**src/rtl/entropy_ac_run_level_scheduler.sv**
```systemverilog
// entropy_ac_run_level_scheduler: scans AC coefficients idx-major across blocks and emits run/level pairs.
// Optional ENTROPY_AC_SCHED_STATS_EN adds the pair_count output.
module entropy_ac_run_level_scheduler (
`ifdef ENTROPY_AC_SCHED_STATS_EN
   output logic        [9:0]  pair_count,
`endif
   input  logic               clk,
   input  logic               reset,
   input  logic               start,
   input  logic        [3:0]  num_blocks,
   output logic               coeff_rd_en,
   output logic        [8:0]  coeff_addr,
   input  logic signed [19:0] coeff_rd_data,
   output logic               out_valid,
   input  logic               out_ready,
   output logic        [8:0]  out_run,
   output logic signed [19:0] out_level,
   output logic               out_last,
   output logic               busy,
   output logic               done
);
   typedef enum logic [2:0] {S_IDLE, S_READ, S_CAPTURE, S_EMIT, S_FLUSH, S_DONE} state_t;
   state_t r_state, w_next;
   logic        [2:0]  r_n, r_blk, w_n;
   logic        [5:0]  r_idx;
   logic        [8:0]  r_run, r_pend_run;
   logic signed [19:0] r_pend_level, r_hold;
   logic               r_pend_valid, w_nz, w_wrap, w_last, w_adv, w_flush_out;
   // r_n holds N-1 so the block wrap compare stays 3 bits wide
   assign w_n         = num_blocks == 4'd0 ? 3'd0 : (num_blocks[3] ? 3'd7 : num_blocks[2:0] - 3'd1);
   assign w_nz        = coeff_rd_data != 20'sd0;
   assign w_wrap      = r_blk == r_n;
   assign w_last      = w_wrap && r_idx == 6'd63;
   assign w_flush_out = r_state == S_FLUSH && r_pend_valid;
   assign w_adv       = (r_state == S_CAPTURE && !(w_nz && r_pend_valid)) || (r_state == S_EMIT && out_ready);
   assign coeff_rd_en = r_state == S_READ;
   assign coeff_addr  = coeff_rd_en ? {r_blk, r_idx} : 9'd0;
   assign out_valid   = r_state == S_EMIT || w_flush_out;
   assign out_run     = out_valid ? r_pend_run : 9'd0;
   assign out_level   = out_valid ? r_pend_level : 20'sd0;
   assign out_last    = w_flush_out;
   assign busy        = r_state != S_IDLE;
   assign done        = r_state == S_DONE;
   always_ff @(posedge clk)
      r_state <= reset ? S_IDLE : w_next;
   always_comb begin
      w_next = r_state;
      case (r_state)
         S_IDLE:    w_next = start ? S_READ : S_IDLE;
         S_READ:    w_next = S_CAPTURE;
         S_CAPTURE: w_next = (w_nz && r_pend_valid) ? S_EMIT : (w_last ? S_FLUSH : S_READ);
         S_EMIT:    w_next = out_ready ? (w_last ? S_FLUSH : S_READ) : S_EMIT;
         S_FLUSH:   w_next = (!r_pend_valid || out_ready) ? S_DONE : S_FLUSH;
         default:   w_next = S_IDLE;
      endcase
   end
   always_ff @(posedge clk) begin
      if (reset) begin
         r_n          <= 3'd0;
         r_blk        <= 3'd0;
         r_idx        <= 6'd0;
         r_run        <= 9'd0;
         r_pend_run   <= 9'd0;
         r_pend_level <= 20'sd0;
         r_hold       <= 20'sd0;
         r_pend_valid <= 1'b0;
      end else begin
         if (r_state == S_IDLE && start) begin
            r_n          <= w_n;
            r_idx        <= 6'd1;
            r_blk        <= 3'd0;
            r_run        <= 9'd0;
            r_pend_valid <= 1'b0;
         end
         if (w_adv) begin
            r_blk <= w_wrap ? 3'd0 : r_blk + 3'd1;
            if (w_wrap) r_idx <= r_idx + 6'd1;
         end
         if (r_state == S_CAPTURE) begin
            if (!w_nz) r_run <= r_run + 9'd1;
            else if (!r_pend_valid) begin
               r_pend_run   <= r_run;
               r_pend_level <= coeff_rd_data;
               r_pend_valid <= 1'b1;
               r_run        <= 9'd0;
            end else r_hold <= coeff_rd_data;
         end
         // run is frozen during EMIT, so it still belongs to the held coefficient
         if (r_state == S_EMIT && out_ready) begin
            r_pend_run   <= r_run;
            r_pend_level <= r_hold;
            r_run        <= 9'd0;
         end
         if (r_state == S_FLUSH && out_ready) r_pend_valid <= 1'b0;
      end
   end
`ifdef ENTROPY_AC_SCHED_STATS_EN
   always_ff @(posedge clk) begin
      if (reset || (r_state == S_IDLE && start)) pair_count <= 10'd0;
      else if (out_valid && out_ready) pair_count <= pair_count + 10'd1;
   end
`endif
endmodule

```
**config.mk**
```make
export PLATFORM = sky130hd
export DESIGN_NAME = entropy_ac_run_level_scheduler
export DESIGN_NICKNAME = d
export VERILOG_FILES = /design/src/rtl/entropy_ac_run_level_scheduler.sv
export SDC_FILE = /design/constraint.sdc
export NUM_CORES = 1
export LEC_CHECK = 0
export CAP_MARGIN = 40
export CORE_MARGIN = 1.5
export CORE_UTILIZATION = 25
export DETAILED_ROUTE_END_ITERATION = 10
export HOLD_SLACK_MARGIN = 0.08
export SYNTH_ARGS = -nofsm -noshare
export SYNTH_HDL_FRONTEND = slang
export SYNTH_SLANG_ARGS = --single-unit
```
**constraint.sdc**
```tcl
create_clock -name clk -period 2.05 [get_ports clk]
set_input_delay 0.41 -clock clk [delete_from_list [all_inputs] [get_ports clk]]
set_output_delay 0.41 -clock clk [all_outputs]
set_load 0.01 [all_outputs]
```
Fig. 1: run 1, signal wires on met2
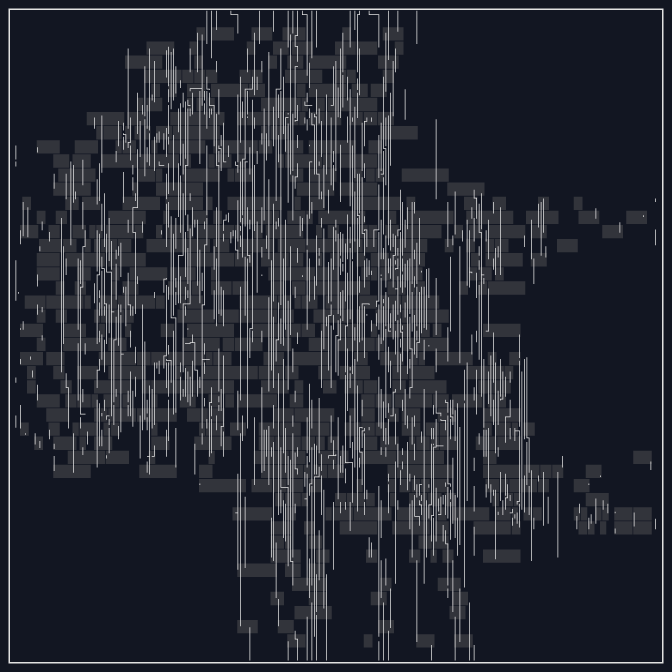
The wires run mostly vertical. 516 nets have wire on it.
total number of vias: 3777
met2 track demand over resource: 25.0%
sum of routed wire length over all layers: 11700 um

Fig. 2: run 1, routed clock nets over the placement
Scale bar: 50 um.
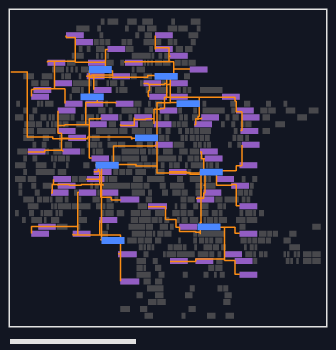
clock wires: drawn in orange, length 986 um. flip-flops: drawn in purple, count 74. cells driving clock nets: drawn in blue, count 9.
There are 10 routed clock nets.

==> results.py, run 1 <==
# Metrics from the implementation run
metrics = {
    "final_layout": {
        "top_cell_category": "logic gates",
        "finalNonFillerCells": 752,
        "seqAreaFraction_pct": 26.0,
        "clock_buffer_count": 11,
        "layout.core_utilization_pct": 39.1,
        "signal_buffers": 136,
        "non_clock_buffer_area_share_pct": 22.9,
        "final_layout_top_logic_cell": "sky130_fd_sc_hd__dfxtp_1",
        "fraction_of_layout_instances_using_a_drive_strength_above_1_pct": 29.2,
        "antenna_cells": 0,
        "multiInputGateArea_sq_um": 2340,
        "top_layout_cells": "sky130_fd_sc_hd__dfxtp_1, sky130_fd_sc_hd__nand2_1, sky130_fd_sc_hd__buf_4",
        "nNonClkInverters": 5,
        "syn_to_final_growth_pct": 51.8,
        "number_of_nets_in_the_layout": 596,
        "largestRegisters": "r_hold (20), r_pend_level (20)",
    },
    "global_route": {
        "global_route.peak_usage_layer": "met2",
        "initial_antenna_violation_count": 0,
        "grt_max_degree": 43,
        "grt.total_usage_pct": 14.2,
        "grt_pass1_vias": 3752,
        "global_route.overflow_total": 0,
        "grt_pass1_wl_um": 18300,
        "global_routing_usage_on_met1_pct": 17.6,
        "groute.layer.met3.usage_pct": 2.63,
    },
    "sta": {
        "maxClockFrequency_mhz": 437,
        "report.final.slew_viol_count": 0,
        "clock_skew_ps": 5.83,
        "setup-violations-final": 35,
        "unrepaired_setup_endpoints_after_global_routing": "yes",
        "setup_tns_ps": -3590,
        "final.setup.worst_slack_ps": -241,
        "timing.final.crit_period_ps": 2290,
        "finalHoldViolCount": 0,
        "max_slew.worst_pin.slew_ps": 479,
        "timing.final.crit_share_pct": 112,
    },
    "placement": {
        "worst_setup_slack_before_clock_tree_synthesis_ps": -465,
        "dp_cells": 723,
        "dp_hpwl_um": 7650,
        "portBuffers": 70,
        "dpl-instance-area_sq_um": 4950,
        "weighted_congestion_at_the_end_of_routability_driven_global_placement": 0.838,
    },
    "setup_path": {
        "crit_type": "register to primary output",
        "critical_path_arrival_ps": 1880,
        "reg2regPathDepth": 11,
        "critical_path.max_stage_delay_ps": 520,
        "worstSetupEndpointType": "primary output",
        "critPathLaunchType": "register",
        "cp_data_required_time_ps": 1640,
        "critPathMaxFanout": 11,
        "ff2ff_setup_slack_ps": -30,
        "worstPathCellList": "buf_6 > nor3b_4 > buf_4 > and2_1 > clkdlybuf4s50_1",
        "cpMaxStageDelayCell": "sky130_fd_sc_hd__clkdlybuf4s50_1",
        "cp.buffers_inverters": 3,
        "r2r-end": "r_run[1]$_SDFF_PP0_",
        "cp-endpoint": "coeff_addr[5]",
        "cp_num_cells": 5,
    },
    "synth": {
        "post-synth-top-area-cell": "sky130_fd_sc_hd__dfxtp_1",
        "synth-simple-area-share_pct": 31.6,
        "syn_area_sq_um": 3760,
        "synth_async_sr_flop_share_pct": 0,
        "most_frequent_cell_after_synthesis": "sky130_fd_sc_hd__dfxtp_1",
        "synth.area.mux_share_pct": 5.85,
        "synth-xor-area-share_pct": 0.699,
        "synth.yosys.seq_area_share_pct": 39.4,
        "ys_sh_adder_pct": 1.33,
        "ys_area_sq_um": 3760,
        "ys_warn_count": 0,
        "synth_flops": 74,
        "top_cells_by_area": "sky130_fd_sc_hd__dfxtp_1, sky130_fd_sc_hd__and2_1, sky130_fd_sc_hd__mux2i_1",
        "synth.yosys.num_cells": 451,
        "mappedNetlistNets": 483,
        "syn_avg_cell_area_sq_um": 8.34,
        "synthDistinctLibCells": 48,
        "logic_family": "simple AND/OR/NAND/NOR gates",
    },
    "clock_tree": {
        "max_h_tree_level": 3,
        "cts_hold_repair.buffers": 0,
        "post_cts.resized_instances": 178,
        "clock_insertion_delay_worst_skew_ps": 340,
        "clkSlewWorstSetupHoldPaths_ps": 60,
        "clock_tree_from_tritoncts": "done",
        "clock_path_buffers": 2,
        "cts.sink_count": 74,
        "post-cts-setup-buffers": 6,
        "cts_root_buf": "sky130_fd_sc_hd__clkbuf_16",
    },
    "routing": {
        "detail-route-antenna-nets": 0,
        "detail_route.iter0.violations": 235,
        "drt-vias-per-instance": 5.02,
        "firstDrtPassIters": 4,
        "highest-signal-layer": "met4",
        "drc": 0,
        "detailed_routed_wire_length_on_met3_um": 508,
        "wl_met1_um": 5200,
        "detailroute.wirelength.met2_um": 5900,
    },
    "die": {
        "fp.dieH_um": 126,
        "initial_core_util_pct": 25.8,
        "die_width_um": 126,
        "std_cell_rows": 44,
        "floorplan.die_area_sq_um": 15800,
        "taps": 184,
        "ios": 71,
    },
    "power": {
        "top_power_group": "clock",
        "power.density_nw_per_um2": 656,
        "p_comb_share_pct": 13.3,
        "peakVddDrop_uv": 350,
        "sw_frac_of_total_pct": 24.0,
        "p_seq_mw": 1.52,
        "power_leakage_nw": 2.54,
        "pg_comb_uw": 500,
        "total_power_mw": 3.75,
        "clockNetworkPower_mw": 1.73,
        "clock_power_share_pct": 46.2,
        "power.sequential.fraction_pct": 40.5,
    },
    "hold_path": {
        "whs_path_depth": 3,
        "min-delay-start": "coeff_rd_data[11]",
        "worstHoldPathType": "input pin to register",
        "hold_path_end": "r_pend_level[11]$_SDFFE_PP0P_",
    },
    "run_status": {
        "run_status": "complete, but fails checks",
        "violations": "setup timing",
    },
    "run": {
        "drv_cap": 0,
    },
}
Fig. 3: run 1, cell outlines without signal wires
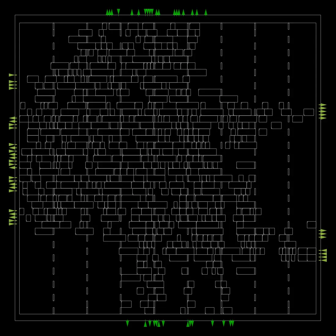
core area: 14600 sq um
num sequential: 74

==> run 1 -> run 2 <==
--- a/config.mk
+++ b/config.mk
@@ -10,6 +10,7 @@
 export CORE_UTILIZATION = 25
 export DETAILED_ROUTE_END_ITERATION = 10
 export HOLD_SLACK_MARGIN = 0.08
+export SLEW_MARGIN = 15
 export SYNTH_ARGS = -nofsm -noshare
 export SYNTH_HDL_FRONTEND = slang
 export SYNTH_SLANG_ARGS = --single-unit
Fig. 4: run 2, signal wires on met2
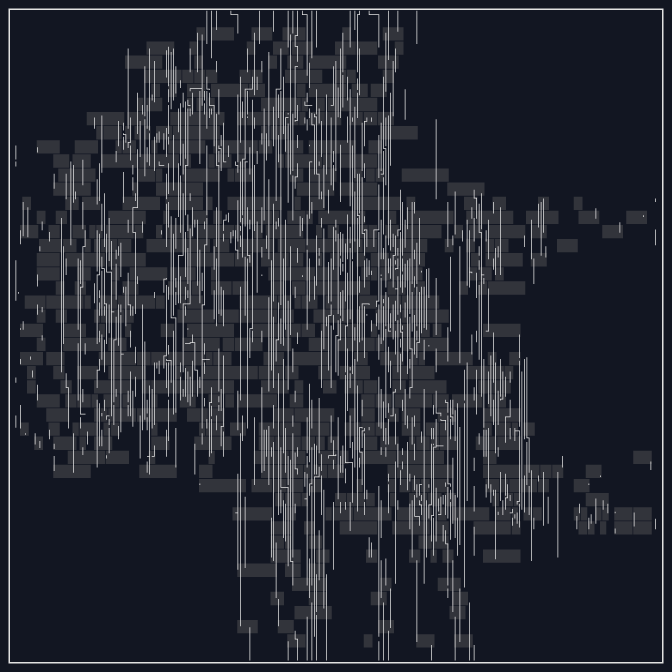

==> run 2 against run 1 <==
- the flow still finishes with violations (setup timing)
- area after synthesis unchanged
- register-to-register slack about the same
- hold slack unchanged
- total power unchanged
- first-iteration DRC count unchanged
- non-clock buffer count unchanged
- global-route usage unchanged
- synthesized cell count unchanged
- critical path type unchanged
- critical endpoint unchanged
- highest routed layer unchanged
==> results.py, run 2 <==
# Metrics from the implementation run
metrics = {
    "power": {
        "peakVddDrop_uv": 350,
        "total_power_mw": 3.75,
        "clockNetworkPower_mw": 1.73,
        "power.sequential.fraction_pct": 40.5,
        "clock_power_share_pct": 46.2,
    },
    "clock_tree": {
        "clock_tree_from_tritoncts": "done",
        "post-cts-setup-buffers": 6,
        "max_h_tree_level": 3,
        "clkSlewWorstSetupHoldPaths_ps": 60,
        "clock_insertion_delay_worst_skew_ps": 340,
        "clock_path_buffers": 2,
    },
    "synth": {
        "top_cells_by_area": "sky130_fd_sc_hd__dfxtp_1, sky130_fd_sc_hd__and2_1, sky130_fd_sc_hd__mux2i_1",
        "ys_area_sq_um": 3760,
        "synth_async_sr_flop_share_pct": 0,
        "logic_family": "simple AND/OR/NAND/NOR gates",
        "synthDistinctLibCells": 48,
        "ys_warn_count": 0,
        "syn_avg_cell_area_sq_um": 8.34,
        "mappedNetlistNets": 483,
        "synth.area.mux_share_pct": 5.85,
        "synth-simple-area-share_pct": 31.6,
        "synth.yosys.seq_area_share_pct": 39.4,
    },
    "hold_path": {
        "min-delay-start": "coeff_rd_data[11]",
        "hold_path_end": "r_pend_level[11]$_SDFFE_PP0P_",
        "worstHoldPathType": "input pin to register",
    },
    "sta": {
        "clock_skew_ps": 5.83,
        "finalHoldViolCount": 0,
        "final.setup.worst_slack_ps": -241,
        "timing.final.crit_period_ps": 2290,
        "unrepaired_setup_endpoints_after_global_routing": "yes",
        "setup_tns_ps": -3590,
        "setup-violations-final": 35,
        "timing.final.crit_share_pct": 112,
        "maxClockFrequency_mhz": 437,
    },
    "die": {
        "fp.dieH_um": 126,
        "std_cell_rows": 44,
        "floorplan.die_area_sq_um": 15800,
    },
    "final_layout": {
        "multiInputGateArea_sq_um": 2340,
        "finalNonFillerCells": 752,
        "syn_to_final_growth_pct": 51.8,
        "fraction_of_layout_instances_using_a_drive_strength_above_1_pct": 29.2,
        "clock_buffer_count": 11,
        "seqAreaFraction_pct": 26.0,
        "top_cell_category": "logic gates",
        "layout.sequential_cells": 74,
        "non_clock_buffer_area_share_pct": 22.9,
        "top_layout_cells": "sky130_fd_sc_hd__dfxtp_1, sky130_fd_sc_hd__nand2_1, sky130_fd_sc_hd__buf_4",
        "largestRegisters": "r_hold (20), r_pend_level (20)",
    },
    "setup_path": {
        "critical_path.max_stage_delay_ps": 520,
        "r2r-end": "r_run[1]$_SDFF_PP0_",
        "critPathMaxFanout": 11,
        "ff2ff_setup_slack_ps": -30,
        "worstSetupEndpointType": "primary output",
        "worstPathCellList": "buf_6 > nor3b_4 > buf_4 > and2_1 > clkdlybuf4s50_1",
        "critical_path_arrival_ps": 1880,
        "cp-endpoint": "coeff_addr[5]",
        "cp_data_required_time_ps": 1640,
        "crit_type": "register to primary output",
    },
    "routing": {
        "wl_um": 11700,
        "drc": 0,
        "detail_route.iter0.violations": 235,
    },
    "run_status": {
        "run_status": "complete, but fails checks",
        "violations": "setup timing",
    },
    "placement": {
        "dp_hpwl_um": 7650,
        "portBuffers": 70,
        "worst_setup_slack_before_clock_tree_synthesis_ps": -465,
        "dpl-instance-area_sq_um": 4950,
    },
    "global_route": {
        "grt.total_usage_pct": 14.2,
        "global_route.overflow_total": 0,
        "global_route.peak_usage_layer": "met2",
        "grt_pass1_vias": 3752,
        "grt_max_degree": 43,
        "groute.layer.met3.usage_pct": 2.63,
    },
}
Power is estimated from default activity; no workload was simulated.
